==> config.mk <==
export PLATFORM = sky130hd
export DESIGN_NAME = boreal_ledger_flat
export DESIGN_NICKNAME = d
export VERILOG_FILES = /design/src/rtl/boreal_ledger_pkg.sv /design/src/rtl/boreal_ledger_if.sv /design/src/rtl/boreal_ledger_mem.sv /design/src/rtl/boreal_ledger.sv /design/src/flat_wrapper.sv
export SDC_FILE = /design/constraint.sdc
export NUM_CORES = 2
export LEC_CHECK = 0
export CAP_MARGIN = 15
export CORE_ASPECT_RATIO = 1.2
export CORE_MARGIN = 4
export CORE_UTILIZATION = 60
export CTS_CLUSTER_DIAMETER = 60
export DETAILED_ROUTE_END_ITERATION = 6
export GPL_TIMING_DRIVEN = 0
export PLACE_DENSITY = 0.74
export SYNTH_ARGS = -nofsm -noshare
export SYNTH_HDL_FRONTEND = slang
export SYNTH_HIERARCHICAL = 1
export SYNTH_SLANG_ARGS = --single-unit
export TNS_END_PERCENT = 50
==> constraint.sdc <==
create_clock -name clk -period 24.1 [get_ports clk]
set_input_delay 6.025 -clock clk [delete_from_list [all_inputs] [get_ports clk]]
set_output_delay 6.025 -clock clk [all_outputs]
set_load 0.02 [all_outputs]
==> src/rtl/boreal_ledger_pkg.sv <==
// rtl/boreal_ledger_pkg.sv - shared constants, entry layout and chain hash for the audit ledger
//
// Purpose: one place for everything the ledger top and its RAM agree on.
//   - LEDGER_CHAIN_SEED : chain value before any entry has been accepted
//   - R_IDLE/R_PRESENT  : read FSM encodings
//   - ENTRY_W, *_LSB    : bit layout of one stored entry (MSB first:
//                         seq, opcode, nonce, policy_hash, committed, chain)
//   - ledger_chain_mix  : one step of the running tamper-evidence hash
package boreal_ledger_pkg;

  localparam logic [31:0] LEDGER_CHAIN_SEED = 32'hB0EA_1000;

  typedef logic [0:0] rd_state_t;
  localparam rd_state_t R_IDLE    = 1'b0;
  localparam rd_state_t R_PRESENT = 1'b1;

  // Entry layout, 161 bits total.
  localparam int CHAIN_LSB     = 0;
  localparam int COMMITTED_BIT = 32;
  localparam int POLICY_LSB    = 33;
  localparam int NONCE_LSB     = 65;
  localparam int OPCODE_LSB    = 97;
  localparam int SEQ_LSB       = 129;
  localparam int ENTRY_W       = 161;

  // Rotate the previous chain left by 5 and fold in every field of the new
  // entry, so altering, dropping or reordering any stored entry breaks every
  // chain value that follows it.
  function automatic logic [31:0] ledger_chain_mix(
    input logic [31:0] chain,
    input logic [31:0] seq,
    input logic [31:0] opcode,
    input logic [31:0] nonce,
    input logic [31:0] policy_hash,
    input logic        committed
  );
    return {chain[26:0], chain[31:27]} ^ seq ^ opcode ^ nonce ^ policy_hash
           ^ {31'b0, committed};
  endfunction

endpackage

==> src/rtl/boreal_ledger_if.sv <==
// rtl/boreal_ledger_if.sv - write and read handshake bundle of the audit ledger
//
// Purpose: groups the gate-side append port and the auditor-side drain port.
// Ports (signals):
//   ledger_wr_en, wr_opcode, wr_nonce, wr_committed, wr_policy_hash
//                              append request and its fields (gate -> ledger)
//   rd_ready                   auditor accepts the head entry
//   rd_valid, rd_seq, rd_opcode, rd_nonce, rd_policy_hash, rd_committed,
//   rd_chain                   head entry presented by the ledger
// Modports: master = gate/auditor side, slave = ledger side.
interface boreal_ledger_if;

  logic        ledger_wr_en;
  logic [31:0] wr_opcode;
  logic [31:0] wr_nonce;
  logic        wr_committed;
  logic [31:0] wr_policy_hash;

  logic        rd_valid;
  logic        rd_ready;
  logic [31:0] rd_seq;
  logic [31:0] rd_opcode;
  logic [31:0] rd_nonce;
  logic [31:0] rd_policy_hash;
  logic        rd_committed;
  logic [31:0] rd_chain;

  modport master (
    output ledger_wr_en, wr_opcode, wr_nonce, wr_committed, wr_policy_hash,
    output rd_ready,
    input  rd_valid, rd_seq, rd_opcode, rd_nonce, rd_policy_hash,
    input  rd_committed, rd_chain
  );

  modport slave (
    input  ledger_wr_en, wr_opcode, wr_nonce, wr_committed, wr_policy_hash,
    input  rd_ready,
    output rd_valid, rd_seq, rd_opcode, rd_nonce, rd_policy_hash,
    output rd_committed, rd_chain
  );

endinterface

==> src/rtl/boreal_ledger_mem.sv <==
// rtl/boreal_ledger_mem.sv - DEPTH x ENTRY_W simple dual-port entry RAM
//
// Purpose: storage for ledger entries; one write port, one synchronous read
// port whose output register is loaded only when rd_en is high, so the read
// data holds steady between reads.
// Ports:
//   clk      in   clock, rising edge
//   rst      in   synchronous active-high reset (clears the read register only)
//   wr_en    in   write strobe
//   wr_addr  in   AW    write address
//   wr_data  in   ENTRY_W entry to store
//   rd_en    in   load the read register from rd_addr
//   rd_addr  in   AW    read address
//   rd_data  out  ENTRY_W registered read data
module boreal_ledger_mem
  import boreal_ledger_pkg::*;
#(
  parameter int DEPTH = 16,
  parameter int AW    = $clog2(DEPTH)
) (
  input  logic               clk,
  input  logic               rst,
  input  logic               wr_en,
  input  logic [AW-1:0]      wr_addr,
  input  logic [ENTRY_W-1:0] wr_data,
  input  logic               rd_en,
  input  logic [AW-1:0]      rd_addr,
  output logic [ENTRY_W-1:0] rd_data
);

  logic [ENTRY_W-1:0] mem [DEPTH];

  // Array itself has no reset: entries are only ever read after being written.
  always_ff @(posedge clk) begin
    if (wr_en) begin
      mem[wr_addr] <= wr_data;
    end
  end

  always_ff @(posedge clk) begin
    if (rst) begin
      rd_data <= '0;
    end else if (rd_en) begin
      rd_data <= mem[rd_addr];
    end
  end

endmodule

==> src/rtl/boreal_ledger.sv <==
// rtl/boreal_ledger.sv - append-only hash-chained audit ledger with in-order drain
//
// Purpose: every accepted append is stamped with a sequence number and a
// running chain hash and stored in a circular buffer; an auditor drains the
// entries in order. Entries leave only by being read or by reset; writes that
// find the buffer full are dropped and recorded in sticky overflow/drop_count.
// Ports:
//   clk           in   clock, rising edge
//   rst           in   synchronous reset, active-high
//   bus           slave modport of boreal_ledger_if (append + drain handshakes)
//   ledger_count  out  AW+1  entries stored (0..DEPTH)
//   ledger_full   out  registered ledger_count == DEPTH
//   overflow      out  sticky, at least one write dropped
//   drop_count    out  16    dropped writes, saturating
//   chain_head    out  32    chain value of the latest accepted entry
// DEPTH must be a power of two, at least 2; AW is derived and not overridden.
module boreal_ledger
  import boreal_ledger_pkg::*;
#(
  parameter int DEPTH = 16,
  parameter int AW    = $clog2(DEPTH)
) (
  input  logic          clk,
  input  logic          rst,
  boreal_ledger_if.slave bus,
  output logic [AW:0]   ledger_count,
  output logic          ledger_full,
  output logic          overflow,
  output logic [15:0]   drop_count,
  output logic [31:0]   chain_head
);

  // DEPTH is a power of two, so it is the MSB alone in an AW+1 wide count.
  localparam logic [AW:0] DEPTH_C = {1'b1, {AW{1'b0}}};

  rd_state_t          rd_state;
  logic [AW-1:0]      wr_ptr;
  logic [AW-1:0]      rd_ptr;
  logic [31:0]        seq_ctr;
  logic               pop;
  logic               wr_accept;
  logic               rd_en;
  logic [31:0]        chain_next;
  logic [AW:0]        count_next;
  logic [ENTRY_W-1:0] wr_data;
  logic [ENTRY_W-1:0] rd_data;

  assign pop = (rd_state == R_PRESENT) && bus.rd_ready;

  // The presented head entry is still counted, so a write while full is only
  // taken when the head leaves on the same edge; its slot is never clobbered
  // while it is being shown.
  assign wr_accept = bus.ledger_wr_en && ((ledger_count < DEPTH_C) || pop);

  assign rd_en = (rd_state == R_IDLE) && (ledger_count != '0);

  assign chain_next = ledger_chain_mix(chain_head, seq_ctr, bus.wr_opcode,
                                       bus.wr_nonce, bus.wr_policy_hash,
                                       bus.wr_committed);

  assign wr_data = {seq_ctr, bus.wr_opcode, bus.wr_nonce, bus.wr_policy_hash,
                    bus.wr_committed, chain_next};

  always_comb begin
    count_next = ledger_count;
    case ({wr_accept, pop})
      2'b10:   count_next = ledger_count + 1'b1;
      2'b01:   count_next = ledger_count - 1'b1;
      default: count_next = ledger_count;
    endcase
  end

  always_ff @(posedge clk) begin
    if (rst) begin
      wr_ptr       <= '0;
      seq_ctr      <= '0;
      chain_head   <= LEDGER_CHAIN_SEED;
      ledger_count <= '0;
      ledger_full  <= 1'b0;
      overflow     <= 1'b0;
      drop_count   <= '0;
    end else begin
      if (wr_accept) begin
        wr_ptr     <= wr_ptr + 1'b1;
        seq_ctr    <= seq_ctr + 32'd1;
        chain_head <= chain_next;
      end else if (bus.ledger_wr_en) begin
        overflow <= 1'b1;
        if (drop_count != 16'hFFFF) begin
          drop_count <= drop_count + 16'd1;
        end
      end
      ledger_count <= count_next;
      ledger_full  <= (count_next == DEPTH_C);
    end
  end

  // Read FSM: IDLE issues the RAM read, PRESENT holds the registered RAM
  // output as the head entry until the auditor takes it.
  always_ff @(posedge clk) begin
    if (rst) begin
      rd_state <= R_IDLE;
      rd_ptr   <= '0;
    end else if (rd_state == R_IDLE) begin
      if (rd_en) begin
        rd_state <= R_PRESENT;
      end
    end else if (bus.rd_ready) begin
      rd_ptr   <= rd_ptr + 1'b1;
      rd_state <= R_IDLE;
    end
  end

  boreal_ledger_mem #(
    .DEPTH (DEPTH),
    .AW    (AW)
  ) u_mem (
    .clk     (clk),
    .rst     (rst),
    .wr_en   (wr_accept),
    .wr_addr (wr_ptr),
    .wr_data (wr_data),
    .rd_en   (rd_en),
    .rd_addr (rd_ptr),
    .rd_data (rd_data)
  );

  assign bus.rd_valid       = (rd_state == R_PRESENT);
  assign bus.rd_seq         = rd_data[SEQ_LSB +: 32];
  assign bus.rd_opcode      = rd_data[OPCODE_LSB +: 32];
  assign bus.rd_nonce       = rd_data[NONCE_LSB +: 32];
  assign bus.rd_policy_hash = rd_data[POLICY_LSB +: 32];
  assign bus.rd_committed   = rd_data[COMMITTED_BIT];
  assign bus.rd_chain       = rd_data[CHAIN_LSB +: 32];

endmodule

==> src/flat_wrapper.sv <==
// flat-port wrapper written by rule: the top's interface ports become plain ports
module boreal_ledger_flat import boreal_ledger_pkg::*;
#(
  parameter int DEPTH = 16,
  parameter int AW    = $clog2(DEPTH)
)
  (clk, rst, ledger_count, ledger_full, overflow, drop_count, chain_head, bus_ledger_wr_en, bus_wr_opcode, bus_wr_nonce, bus_wr_committed, bus_wr_policy_hash, bus_rd_ready, bus_rd_valid, bus_rd_seq, bus_rd_opcode, bus_rd_nonce, bus_rd_policy_hash, bus_rd_committed, bus_rd_chain);
  boreal_ledger_if bus_i ();
  input  logic clk;
  input  logic rst;
  output logic [AW:0] ledger_count;
  output logic ledger_full;
  output logic overflow;
  output logic [15:0] drop_count;
  output logic [31:0] chain_head;
  input wire logic [$bits(bus_i.ledger_wr_en)-1:0] bus_ledger_wr_en;
  input wire logic [$bits(bus_i.wr_opcode)-1:0] bus_wr_opcode;
  input wire logic [$bits(bus_i.wr_nonce)-1:0] bus_wr_nonce;
  input wire logic [$bits(bus_i.wr_committed)-1:0] bus_wr_committed;
  input wire logic [$bits(bus_i.wr_policy_hash)-1:0] bus_wr_policy_hash;
  input wire logic [$bits(bus_i.rd_ready)-1:0] bus_rd_ready;
  output wire logic [$bits(bus_i.rd_valid)-1:0] bus_rd_valid;
  output wire logic [$bits(bus_i.rd_seq)-1:0] bus_rd_seq;
  output wire logic [$bits(bus_i.rd_opcode)-1:0] bus_rd_opcode;
  output wire logic [$bits(bus_i.rd_nonce)-1:0] bus_rd_nonce;
  output wire logic [$bits(bus_i.rd_policy_hash)-1:0] bus_rd_policy_hash;
  output wire logic [$bits(bus_i.rd_committed)-1:0] bus_rd_committed;
  output wire logic [$bits(bus_i.rd_chain)-1:0] bus_rd_chain;
  assign bus_i.ledger_wr_en = bus_ledger_wr_en;
  assign bus_i.wr_opcode = bus_wr_opcode;
  assign bus_i.wr_nonce = bus_wr_nonce;
  assign bus_i.wr_committed = bus_wr_committed;
  assign bus_i.wr_policy_hash = bus_wr_policy_hash;
  assign bus_i.rd_ready = bus_rd_ready;
  assign bus_rd_valid = bus_i.rd_valid;
  assign bus_rd_seq = bus_i.rd_seq;
  assign bus_rd_opcode = bus_i.rd_opcode;
  assign bus_rd_nonce = bus_i.rd_nonce;
  assign bus_rd_policy_hash = bus_i.rd_policy_hash;
  assign bus_rd_committed = bus_i.rd_committed;
  assign bus_rd_chain = bus_i.rd_chain;
  boreal_ledger #(.DEPTH(DEPTH), .AW(AW)) u_core (.clk(clk), .rst(rst), .bus(bus_i), .ledger_count(ledger_count), .ledger_full(ledger_full), .overflow(overflow), .drop_count(drop_count), .chain_head(chain_head));
endmodule
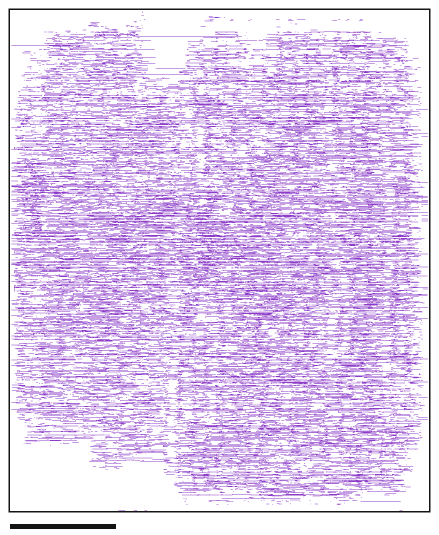
Fig. 1. Metal 1.
Bar = 100 um.
main direction: horizontal
nets with wire on the layer: 6,687
wire length on this layer: 109 mm
longest straight run: 149 um
share of all routed wire: 36%

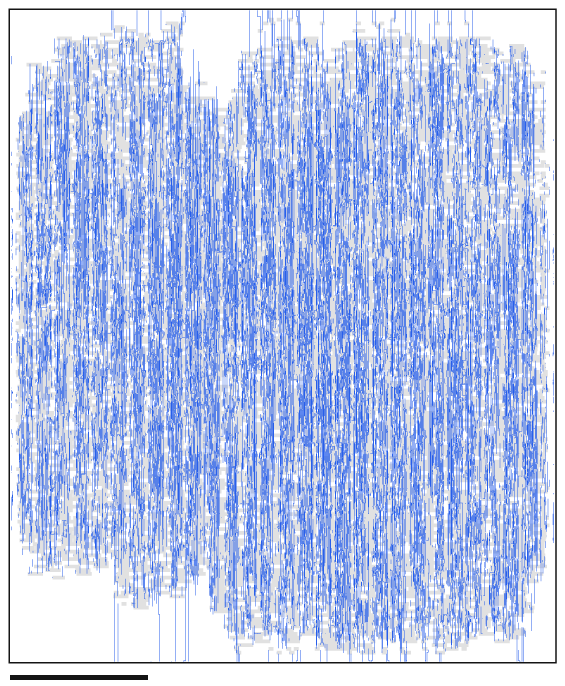
Fig. 2. Met2 routing.
Bar = 100 um.
main direction: vertical
longest straight run: 149 um

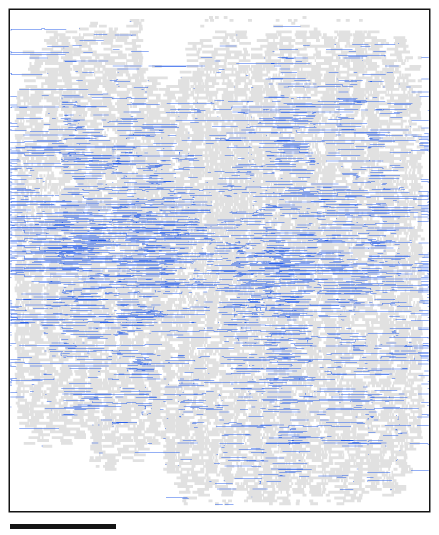
Fig. 3. M3 wires.
Bar = 100 um.
longest straight run: 204 um
main direction: horizontal

==> flow_summary.toml <==
# generated from flow reports
[synthesis]
synth.cell_area_um2 = 108000
yosysTopAreaCellShare = 0.714
synthesis.nets = 6143
post-synth-top-count-cell = "sky130_fd_sc_hd__edfxtp_1"
top_cells_by_count = "2,576 x sky130_fd_sc_hd__edfxtp_1, 819 x sky130_fd_sc_hd__mux2i_1, 366 x sky130_fd_sc_hd__nand2_1"
syn_inst = 6035
synthesized_registers = 2833
synth-warning-count = 6
async_flop_share = 0
netlist-cell-type-count = 51
ys.flop_type = "sky130_fd_sc_hd__edfxtp_1"
area_leader_netlist = "sky130_fd_sc_hd__edfxtp_1"

[route]
viasPerCell = 6.51
detail_route.drc_violations = 0
route.detailed.wl_per_inst_um = 31.9
ant_nets = 0
dr.first_iter.drc_count = 7943

[sta]
setup_total_negative_slack_ns = 0
worst-slew-pin-transition_ns = 1.31
setup_viol_count_final = 0
fmax_mhz = 99.0
timing.slew.headroom = 0.124
report.final.hold_viol_count = 0
grt_setup_unrepaired = "no"

[layout]
drive_above_1_share = 0.165
design.final.nets = 6963
fin_area_um2 = 127000
lay_top_count = "sky130_fd_sc_hd__edfxtp_1"
finalNonFillerCells = 9481

[grt]
grt_pass1_vias = 61800
largest_net_degree_at_the_start_of_global_routing = 26
grt_pass1_wl_um = 429000
grt_overflow_total = 0
grt_util_all_layers = 0.320
antenna_found_initial = 19

[floorplan]
die_area_um2 = 187000
core-area_um2 = 179000
floorplan.initialDensity = 0.604
num_rows = 170
vertical_die_dimension_um = 474
floorplan.io_pins = 318

[cts]
clk_path_buf_depth = 4
clock_insertion_delay_worst_skew_ns = 0.94
cts_hold_buf = 0
htree_levels = 5
cts.sink_count = 2833
postCtsSetupRepairBufs = 0
clk_pin_slew_worst_paths_ns = 0.06
cts_root_buf = "sky130_fd_sc_hd__clkbuf_16"

[run_status]
status = "complete, no violations"

[placement]
finalWeightedCongestion = 0.856
placed_cell_area_um2 = 118000
placedCellCount = 8973
place.detailed.hpwl_um = 200000

[critical_path]
startpoint = "bus_rd_ready"
reg2reg_setup_slack_ns = 19.14
worstSetupEndpointType = "flop"
critical_path_depth = 14
timing.rr.start = "u_core/bus.rd_valid"
startpoint_kind_of_the_worst_setup_timing_path = "input pin"
worst_path_dominant_cell_family = "buffers and inverters"
crit_arrival_ns = 10.69
cp_common_cell = "sky130_fd_sc_hd__buf_6"
timing.critical_path.buf_inv = 10
reg2reg_path_depth = 13
critPathMaxFanout = 13
critical_path_class = "in2reg"
capture_point_of_the_worst_reg_to_reg_path = "u_core/u_mem/mem[0][37]"
setup.worst_path.end = "u_core/u_mem/mem[0][37]"

[run]
warnings = 30

[pwr]
total_power_w = 0.0120
p_per_area_nw_per_um2 = 94.4
p_leak_nw = 39.9

[hold_path]
hold_class = "reg2reg"
hold_depth = 2
min-delay-start = "u_core/u_mem/rd_data[60]"
-- area by class of cell --
type                            instances  area (um^2)
Buffer                                334         1600
Antenna cell                           13         32.5
Sequential cell                      2833        82500
Inverter                               10         37.5
Tap cell                             2408         3010
Multi-Input combinational cell       2858        24500
Clock inverter                         81          642
Clock buffer                          409         8210
Timing Repair Buffer                  535         6770
Fill cell                           11000        52000
-- cell families (layout without fill, tap and decap cells) --
kind of cell	after synthesis	after routing	synth area share
simple gates	969	969	0.0404
fa+ha+maj	7	7	0.000808
other cells	0	13	0
xor+xnor	178	178	0.0144
flops	2833	2833	0.761
compound gates	531	531	0.0310
mux	1173	1173	0.137
buf+inv	344	1369	0.0151
-- through the flow --
step | hold WS [ns] | setup slack (ns) | util
after floorplan | 0.509 | 4.76 | -
after global placement | 0.438 | -10.36 | 0.639
after detailed placement | 0.443 | 13.25 | 0.660
after CTS | 0.460 | 14.19 | 0.709
after global routing | 0.485 | 13.91 | 0.710
final | 0.452 | 14.00 | 0.710
-- sequential cells by signal, indices dropped and copies added, names as in the netlist, 4 cells and up --
name                  cells
u_core/chain_head        32
u_core/drop_count        16
u_core/ledger_count       5
u_core/rd_ptr             4
u_core/seq_ctr           32
u_core/u_mem/mem       2576
u_core/u_mem/rd_data    161
u_core/wr_ptr             4
-- power by group --
part,internal [W],switching (W),total [W]
Clock,0.00247,0.00176,0.00422
Sequential,0.00564,0.000170,0.00581
Combinational,0.000749,0.00123,0.00198
-- routing by layer --
| metal | part of all wire | track usage | vias up |
|---|---|---|---|
| met5 | 0.00017 | 0 | - |
| met4 | 0.040 | 0.123 | 8 |
| met3 | 0.12 | 0.0881 | 695 |
| met2 | 0.48 | 0.514 | 4092 |
| met1 | 0.36 | 0.421 | 31600 |
| li1 | - | - | 25400 |
Power is estimated from default activity; no workload was simulated.
